==> run_1/registers.png <==
Drawn at 3 px/um.
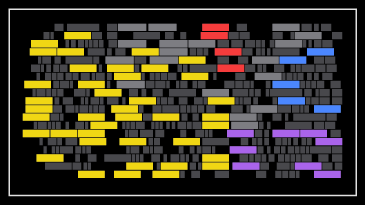
==> run_1/port_nets.png <==
Drawn at 6 px/um.
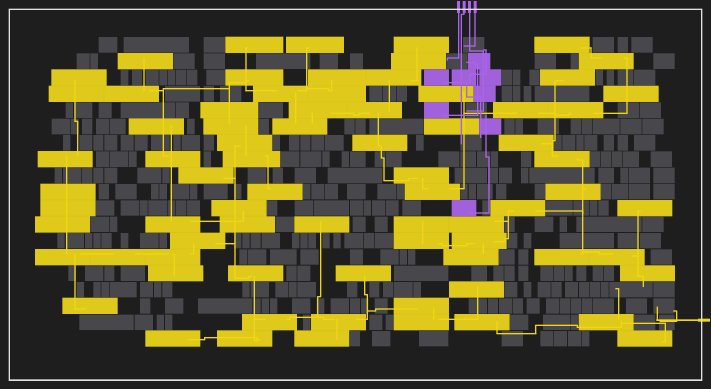
==> run_1/metal_stack.png <==
Drawn at 4 px/um.
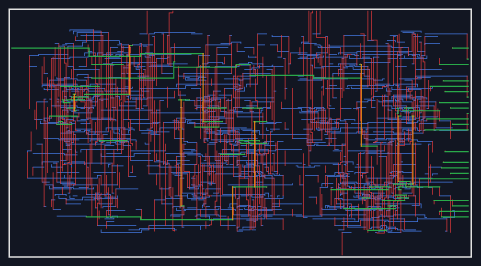
`config.mk`:
```
export PLATFORM = sky130hd
export DESIGN_NAME = ram_write_ctrl
export DESIGN_NICKNAME = d
export VERILOG_FILES = /design/src/rtl/ram_write_ctrl.sv
export SDC_FILE = /design/constraint.sdc
export NUM_CORES = 1
export LEC_CHECK = 0
export CORE_ASPECT_RATIO = 0.5
export CORE_MARGIN = 4
export CORE_UTILIZATION = 62
export CTS_CLUSTER_DIAMETER = 100
export DETAILED_ROUTE_END_ITERATION = 12
export GPL_ROUTABILITY_DRIVEN = 0
export GPL_TIMING_DRIVEN = 0
export PLACE_DENSITY_LB_ADDON = 0.1
export SETUP_SLACK_MARGIN = 0.02
export SLEW_MARGIN = 10
export SYNTH_ARGS = -nofsm -noshare
export SYNTH_HDL_FRONTEND = slang
export SYNTH_SLANG_ARGS = --single-unit
```
`constraint.sdc`:
```
create_clock -name clk -period 3.5 [get_ports clk]
set_input_delay 0.35 -clock clk [delete_from_list [all_inputs] [get_ports clk]]
set_output_delay 0.35 -clock clk [all_outputs]
set_load 0.01 [all_outputs]
```
`src/rtl/ram_write_ctrl.sv`:
```
// Write-side controller for the 32x4 lab RAM: debounces two pushbuttons and
// issues single writes or a full fill sweep on the RAM write port.
module ram_write_ctrl #(
  parameter int ADDR_W          = 5,
  parameter int DATA_W          = 4,
  parameter int DEBOUNCE_CYCLES = 1_000_000,
  parameter int CNT_W           = 20
) (
  input  logic              clk,
  input  logic              reset,
  input  logic [ADDR_W-1:0] sw_addr,
  input  logic [DATA_W-1:0] sw_data,
  input  logic              key_wr,
  input  logic              key_fill,
  output logic              wr_en,
  output logic [ADDR_W-1:0] wr_addr,
  output logic [DATA_W-1:0] wr_data,
  output logic              busy,
  output logic [7:0]        wr_count
);

  typedef enum logic [1:0] {IDLE, WRITE, FILL} state_t;

  logic [1:0] key_raw;
  logic [1:0] press;   // [0] = write event, [1] = fill event

  assign key_raw = {key_fill, key_wr};

  for (genvar g = 0; g < 2; g++) begin : gen_key
    logic             sync1, sync2, db, db_d, press_q;
    logic [CNT_W-1:0] cnt;

    always_ff @(posedge clk or negedge reset) begin
      if (!reset) begin
        sync1   <= 1'b1;
        sync2   <= 1'b1;
        db      <= 1'b1;
        db_d    <= 1'b1;
        press_q <= 1'b0;
        cnt     <= '0;
      end else begin
        sync1   <= key_raw[g];
        sync2   <= sync1;
        db_d    <= db;
        press_q <= db_d & ~db;
        if (sync2 == db) begin
          cnt <= '0;
        end else if (cnt == CNT_W'(DEBOUNCE_CYCLES - 1)) begin
          db  <= sync2;
          cnt <= '0;
        end else begin
          cnt <= cnt + CNT_W'(1);
        end
      end
    end

    assign press[g] = press_q;
  end

  state_t            state_q, state_d;
  logic [DATA_W-1:0] fill_q, fill_d;
  logic              wr_en_d, busy_d;
  logic [ADDR_W-1:0] addr_d;
  logic [DATA_W-1:0] data_d;
  logic [7:0]        count_d;

  always_ff @(posedge clk or negedge reset) begin
    if (!reset) begin
      state_q  <= IDLE;
      fill_q   <= '0;
      wr_en    <= 1'b0;
      wr_addr  <= '0;
      wr_data  <= '0;
      busy     <= 1'b0;
      wr_count <= '0;
    end else begin
      state_q  <= state_d;
      fill_q   <= fill_d;
      wr_en    <= wr_en_d;
      wr_addr  <= addr_d;
      wr_data  <= data_d;
      busy     <= busy_d;
      wr_count <= count_d;
    end
  end

  // Outputs are computed one state ahead so wr_en is high exactly while in WRITE/FILL.
  always_comb begin
    state_d = state_q;
    fill_d  = fill_q;
    wr_en_d = 1'b0;
    busy_d  = 1'b0;
    addr_d  = wr_addr;
    data_d  = wr_data;
    count_d = wr_count;
    case (state_q)
      IDLE: begin
        if (press[1]) begin
          state_d = FILL;
          fill_d  = sw_data;
          addr_d  = '0;
          data_d  = sw_data;
          wr_en_d = 1'b1;
          busy_d  = 1'b1;
        end else if (press[0]) begin
          state_d = WRITE;
          addr_d  = sw_addr;
          data_d  = sw_data;
          wr_en_d = 1'b1;
          count_d = (wr_count == 8'hFF) ? wr_count : wr_count + 8'd1;
        end
      end
      WRITE: state_d = IDLE;
      FILL: begin
        if (wr_addr == '1) begin
          state_d = IDLE;
          count_d = '0;
        end else begin
          addr_d  = wr_addr + ADDR_W'(1);
          data_d  = fill_q;
          wr_en_d = 1'b1;
          busy_d  = 1'b1;
        end
      end
      default: state_d = IDLE;
    endcase
  end

endmodule

```
==> summary.txt, run 1 <==
This note records the results obtained with Yosys and OpenROAD.

Layout
The final layout contains a sequential cell count of about 75. The area growth from synthesis to layout is 21.7%. After layout, the inverter instance count without clock inverters stands at 10. The number of non-clock buffers is around 41. The count of non-filler cells in the finished layout is between 400 and 500.

The number of nets in the layout is around 410. The relative area of non-clock buffer cells in the final design is 8.75%. The tally of filler cells in the layout is roughly 340. Per the layout area report, the combinational fraction of cell area is 36.8%.

Per the layout area report, the combinational gate area comes to around 0.0016 mm2.

Clock network
The number of buffers added by the clock tree synthesis step is 9. The level count of the clock H-tree is 3. The post-CTS resize count is 0.

The CTS root buffer is sky130_fd_sc_hd__clkbuf_16. In the CTS report, the clock slew at the register clock pins of the worst setup and hold paths is listed as approximately 0.06 ns.

Yosys
The yosys warning tally is 0. The primary flip-flop cell chosen by synthesis mapping is sky130_fd_sc_hd__dfrtp_1. In this run, the synthesized area fraction spent on and/or/nand/nor cells is recorded as 22.9%.

The number of nets at floorplan is ~360. Of the post-synthesis cell area, the part taken by muxes is ~4.4%. The synthesized netlist devotes approximately 1.8% of its cell area to adder and majority cells.

Place
Logged for this run, the post-placement worst setup slack is between 1 and 1.5 ns. The wire-length estimate of the detail-placed layout is 4.92 mm.

Floorplan
The effective utilization at floorplan is 64.5%. The die is 61.6 um tall. The horizontal die dimension reported for this design is 115 um. According to the tapcell log, the count of inserted taps is 73.

Critical path
The start point of the critical path is gen_key[1].cnt[8]$_DFF_PN0_. The critical path capture point is gen_key[1].cnt[13]$_DFF_PN0_. The critical-path cell with the highest stage delay is sky130_fd_sc_hd__o41ai_2.

Status
The flow ran to the end, and the final reports show no timing, DRC or antenna violations.

Min path
Hold analysis shows the worst path with a depth of 0. The worst hold path endpoint is gen_key[1].sync2$_DFF_PN1_.

Final timing
The time the worst path needs with I/O delays and setup is 2.28 ns. Hold timing on the final database bottoms out at a slack of around 0.35 ns. The ratio of final minimum period to clock period is approximately 65%.

In the final report, the number of endpoints failing setup comes to 0.

Pwr
The power in combinational cells is just under 0.00006 W. The part of the total power dissipated in combinational logic is 3.0%. The total internal power is roughly 0.0016 W. The share of total power in sequential cells is between 40% and 50%.

Route
The DRC marker count from the first detailed-route iteration is slightly above 200.

Global routing
The pin count of the biggest net entering global routing is between 40 and 50. The number of global-route vias before repair was 2,641. The wire length of the first global-routing pass is between 10 and 15 mm.
Back to the opening pictures, registers.png:
gen_key.cnt: marked yellow, placed flops 40. wr_count: marked purple, placed flops 8, where south-east. fill_q: marked red, placed flops 4, where north. wr_addr: marked blue, placed flops 5, where east.
register area: 0.00189 mm2
final core utilization: 78.5%

Back to the opening pictures, port_nets.png:
reset: marked yellow, bits 1, direction input, edge east, end cells 75, buffers 3, wire 524 um. sw_data: marked purple, bits 4, direction input, edge north, end cells 8, buffers 4, wire 123 um.
port bufs: 31
total I/O pin count: 32

Back to the opening pictures, metal_stack.png:
met3: marked green, wire length 494 um. met2: marked red, wire length 3,540 um. met1: marked blue, wire length 3,040 um. met4: marked orange, wire length 138 um.
total wire length: 7.21 mm
average detailed-routed wire length per instance: 15.4 um

==> run 1: flip-flops by register name, summed over array words and instances (netlist names), 2 cells and up <==
signal	cells
gen_key.cnt	40
wr_count	8
wr_addr	5
fill_q	4
wr_data	4
gen_key.db	2
gen_key.db_d	2
gen_key.press_q	2
gen_key.sync1	2
gen_key.sync2	2
state_q	2
==> run 1: per-stage QoR <==
stage | setup TNS (ns) | total power, W
3_5_place_dp | 0 | 0.000959
2_1_floorplan | 0 | 0.000919
5_1_grt | 0 | 0.00206
6_report | 0 | 0.00199
4_1_cts | 0 | 0.00201
3_3_place_gp | -21.21 | 0.000954
==> run 1: metal layers <==
metal	global-route usage (%)	wire length, um	vias up
li1	-	-	1328
met1	26.5	3040	1329
met2	37.9	3540	110
met3	8.54	493	19
met4	9.53	138	0
met5	0	0	-
==> run_1/gate_families.png <==
Drawn at 4 px/um.
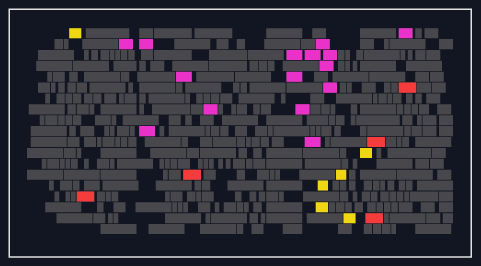

==> run 2, diff against run 1 <==
--- a/config.mk
+++ b/config.mk
@@ -7,7 +7,7 @@
 export LEC_CHECK = 0
 export CORE_ASPECT_RATIO = 0.5
 export CORE_MARGIN = 4
-export CORE_UTILIZATION = 62
+export CORE_UTILIZATION = 52
 export CTS_CLUSTER_DIAMETER = 100
 export DETAILED_ROUTE_END_ITERATION = 12
 export GPL_ROUTABILITY_DRIVEN = 0
==> constraint.sdc (replaced) <==
create_clock -name clk -period 1.85 [get_ports clk]
set_input_delay 0.185 -clock clk [delete_from_list [all_inputs] [get_ports clk]]
set_output_delay 0.185 -clock clk [all_outputs]
set_load 0.01 [all_outputs]
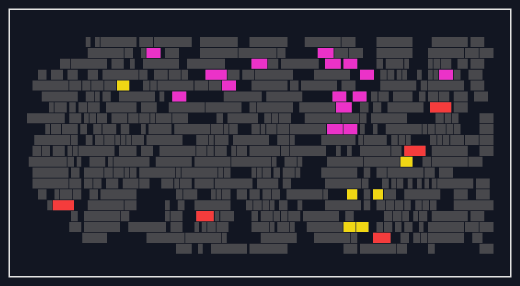
(run_2/gate_families.png)
Drawn at 4 px/um.
adder and majority cells: marked red, cells 5, most used ha_2. multiplexers: marked magenta, cells 15, most used mux2i_1. AND-OR and OR-AND gates: marked yellow, cells 6, most used a22o_1.
final non-filler cell total: 502
Commonest Layout Cell: sky130_fd_sc_hd__dfrtp_1
fraction of area in multi-input gates: 38.5%

==> run 2 against run 1 <==
Effect of this change: the flow now finishes with violations (setup timing); via count grew 2.2%; sequential share of layout area shrank 3.0 points; register-to-register slack got worse by 1.4 ns; global-route usage fell by 2.1 points; worst hold slack worse by 0.13 ns; total power up 72%; combinational power is 120% higher; utilization decreased by 4.9 points; largest power group is now registers; highest routed layer unchanged.
==> summary.txt, run 2 <==
This note records the results obtained with Yosys and OpenROAD.

Layout
The largest registers in the layout are gen_key.cnt (40), wr_count (8), wr_addr (5). The number of flip-flops in the largest register is 40 (unchanged). The post-route core utilization is 73.6% (-4.9 points). The flip-flop and latch area is 0.00190 mm2 (+0.46%). The number of nets in the layout is 427 (+4.7%).

The count of non-CTS inverters in the layout was 10 (unchanged). The flow measured a signed area growth from synthesis to layout of 31.4%. The relative area of non-clock buffer cells in the final design is 11.8% (+3.1 points). Counting flops per register, the top entry is gen_key.cnt. The number of non-clock buffers is 59 (+44%). The number of multi-input logic gates is roughly 250.

The tally of filler cells in the layout is 451 (+33%). The area of the multi-input gates is 0.00180 mm2 (+13%).

Final timing
The time the worst path needs with I/O delays and setup is 2.01 ns (-0.270 ns). The worst hold slack across all endpoints is 0.222 ns (-0.132 ns). The final sum of negative setup slack is -2.78 ns (-2.78 ns).

The ratio of final minimum period to clock period is 109% (+44 points). The total setup violations reported at the end of the flow is 19 (+19). The final worst slack is -0.162 ns.

Yosys
The Yosys chip area is 0.00356 mm2. The fraction of synthesized area in multiplexers came to 4.43% (unchanged). The number of nets at floorplan is 364 (unchanged). Yosys reported that registers with async set or reset make up 100%. The arithmetic-cell share of the synthesized area counting full adders, half adders and majority gates is 1.76% (unchanged). The area share of and/or/nand/nor cells after synthesis came to 22.9% (unchanged). The primary flip-flop cell chosen by synthesis mapping is sky130_fd_sc_hd__dfrtp_1. The number of enable flip-flop cells is 0.

Floorplan
The vertical extent of the die is 66.5 um (+8.0%). The tapcell count is 88 (+21%). The horizontal die dimension was 125 um (+8.6%).

The effective utilization at floorplan is 56.0% (-8.5 points). The number of ports placed on the die boundary is 32 (unchanged).

Global routing
The initial antenna violation count was 0. The global-route met3 utilization is 7.45% (-1.1 points). The number of global-route vias before repair is 2,842 (+7.6%). The global router reports that the layer with the highest usage is met2. The pin count of the biggest net entering global routing is 67 (+52%).

The total routing resource utilization after global routing is about a fifth. The global-route met1 utilization is 24.3% (-2.2 points).

Place
The total of buffers placed on input and output ports was 31 (unchanged). The worst setup slack after placement was -0.397 ns (-1.62 ns). The half-perimeter wire length of the detailed placement result is 4.79 mm (-2.6%).

Route
The highest routing layer actually used is met4. The per-cell routed wire length is 15.9 um (+2.9%). The wire length on met2 is 3.90 mm (+10%).

The wire length on met1 was 3.50 mm (+15%). The routed wire length on met3 is 436 um (-12%). The DRC marker count from the first detailed-route iteration is 219 (+8.4%).

Critical path
The start point of the critical path is gen_key[0].cnt[15]$_DFF_PN0_. OpenSTA lists the critical path endpoint as gen_key[0].cnt[16]$_DFF_PN0_. Per the STA report, the cell with the highest stage delay on the worst path is sky130_fd_sc_hd__or4_4.

Clock network
The tree is rooted in a sky130_fd_sc_hd__clkbuf_16. The level count of the clock H-tree came to 3 (unchanged). The clock slew at the register clock pins of the worst setup and hold paths is 0.06 ns (about the same). The number of buffers added by the clock tree synthesis step is 9 (unchanged).

Pwr
The fraction of power spent switching nets is 21.0%. The leakage component of the power is between 1.5 and 2 nW. The total internal power came to 0.00270 W (+67%). The share of total power in sequential cells came to 49.1% (+4.5 points). The power consumption is 0.00341 W (+72%).

Status
The run finished, with violations left. The checks that failed: setup timing.

Job
The number of maximum-capacitance violations recorded for the run is 0.
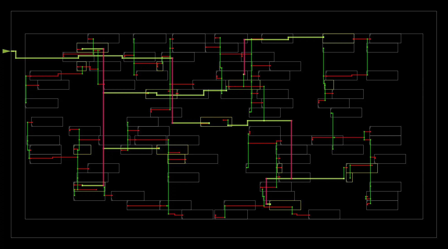
(run_2/final_clocks.png)
total number of sequential cells: 75
clock network power: 0.00161 W
number of sinks handled by clock tree synthesis: 75
Skew-Pair Late Insertion Delay: 0.34 ns

==> run 2: timing repair <==
item | in CTS | in global routing
hold endpoints to repair | 67 | 0
setup endpoints to repair | 51 | 44
hold buffers | 1 | 0
pin swaps | 18 | 7
gates resized | 26 | 28
setup buffers | 12 | 6
gates cloned | 2 | 0
==> run 2: power groups by stage <==
stage          registers (W)  clock network (W)  logic (W)
4_1_cts              0.00167            0.00164   0.000130
3_3_place_gp         0.00170                  0   0.000107
3_5_place_dp         0.00170                  0   0.000117
5_1_grt              0.00168            0.00172   0.000150
6_report             0.00167            0.00161   0.000133
2_1_floorplan        0.00170                  0  0.0000410
==> run_2/registers.png <==
Drawn at 3 px/um.
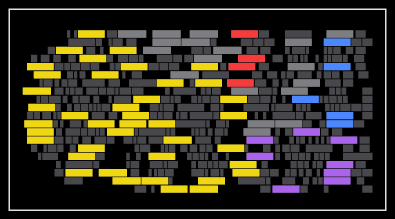

==> run 3, diff against run 2 <==
--- a/config.mk
+++ b/config.mk
@@ -5,13 +5,13 @@
 export SDC_FILE = /design/constraint.sdc
 export NUM_CORES = 1
 export LEC_CHECK = 0
+export CAP_MARGIN = 0
 export CORE_ASPECT_RATIO = 0.5
 export CORE_MARGIN = 4
 export CORE_UTILIZATION = 52
 export CTS_CLUSTER_DIAMETER = 100
 export DETAILED_ROUTE_END_ITERATION = 12
 export GPL_ROUTABILITY_DRIVEN = 0
-export GPL_TIMING_DRIVEN = 0
 export PLACE_DENSITY_LB_ADDON = 0.1
 export SETUP_SLACK_MARGIN = 0.02
 export SLEW_MARGIN = 10
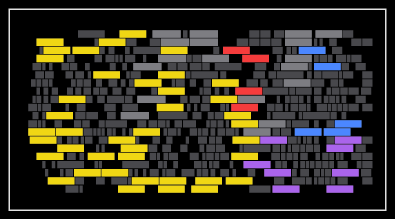
(run_3/registers.png)
Drawn at 3 px/um.
fill_q: marked red, placed flops 4. wr_addr: marked blue, placed flops 5. gen_key.cnt: marked yellow, placed flops 40. wr_count: marked purple, placed flops 8, where south-east.
Another 18 sequential cells are not colored.
Seq area share: 40.6%
power attributed to sequential cells: 0.00167 W
final core utilization: 73.0%

==> run 3 against run 2 <==
Effect of this change: the run still ends with setup timing left; critical path depth down 1; die size unchanged; combinational power down 4%; total power down 3.3%; flip-flop count unchanged; first-iteration DRC count down 35%.
==> summary.txt, run 3 <==
This note records the results obtained with Yosys and OpenROAD.

Pwr
The biggest slice of the total power is consumed by registers. The share of total power in sequential cells is 50.7% (+1.6 points). The power dissipated in the clock network is 0.00150 W (-7%). The fraction of power spent switching nets is 20.6% (-0.43 points). The power consumption was 0.00330 W (-3.3%). The power in combinational cells is 0.000128 W (-4%).

Final timing
The final worst slack is -0.0760 ns (+0.0858 ns). The ratio of final minimum period to clock period is 104% (-4.6 points). The total setup violations reported at the end of the flow is 19 (unchanged). The time the worst path needs with I/O delays and setup is 1.93 ns (-0.0858 ns).

Route
The routed wire length on met3 is 397 um (-8.9%). The wire length on met2 is 3.58 mm (-8.0%).

Layout
The number of flip-flops in the largest register was 40 (unchanged). The flip-flop and latch area is 0.00189 mm2 (-0.46%). The top register by number of flip-flops is gen_key.cnt. The number of nets in the layout came to 444 (+4.0%). The tally of filler cells in the layout came to 457 (+1.3%). The area growth from synthesis to layout is 30.5%.

Global routing
The initial antenna violation count is 0 (unchanged). The global routing stage identified its most utilized layer as met2. The global-route met3 utilization came to 6.73% (-0.72 points). The global-route met1 utilization is 23.8% (-0.45 points). The pin count of the biggest net entering global routing is 33 (-51%). The total routing resource utilization after global routing came to 19.8% (-0.55 points).

Yosys
The number of enable flip-flop cells is 0 (unchanged). The primary flip-flop cell chosen by synthesis mapping is sky130_fd_sc_hd__dfrtp_1. The Yosys chip area is 0.00356 mm2 (unchanged).

Critical path
Tracing the worst setup path back leads to its startpoint at gen_key[0].cnt[15]$_DFF_PN0_. The critical path ends at gen_key[0].db$_DFFE_PN1P_.

Floorplan
The number of ports placed on the die boundary is 32 (unchanged). The effective utilization at floorplan is 56.0% (unchanged). The vertical extent of the die is 66.5 um (unchanged).

Clock network
The level count of the clock H-tree is 3 (unchanged). The number of buffers added by the clock tree synthesis step came to 9 (unchanged). The total clock sinks came to 75 (unchanged).

Status
The run finished, with violations left. The checks that failed: setup timing.

Job
The count of maximum capacitance violations is 0 (unchanged).

Place
The total of buffers placed on input and output ports is 31 (unchanged).
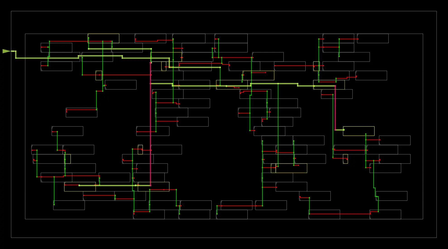
(run_3/final_clocks.png)
Skew-Pair Late Insertion Delay: 0.33 ns
number of clock buffers in the layout: 13

-- run 3: cell counts after synthesis --
No cell type changed its count.
-- run 3: kinds of logic after synthesis --
family                     after synthesis  synth area share (%)
AOI/OAI and AO/OA                       48                  8.33
xor gates and xnor gates                30                  7.38
adders and majority gates                5                  1.76
buffers and inverters                   18                  2.22
DFF                                     75                  53.0
muxes                                   15                  4.43
and+or+nand+nor                        155                  22.9
-- run 3: final cells by class --
cell class	instances	area share, %
Multi-Input combinational cell	254	36.2
Sequential cell	75	40.6
Clock inverter	3	0.323
Tap cell	88	2.37
Inverter	10	0.809
Clock buffer	13	5.18
Timing Repair Buffer	76	14.4
Power figures rest on the tool's default switching activity, not on a simulated workload.
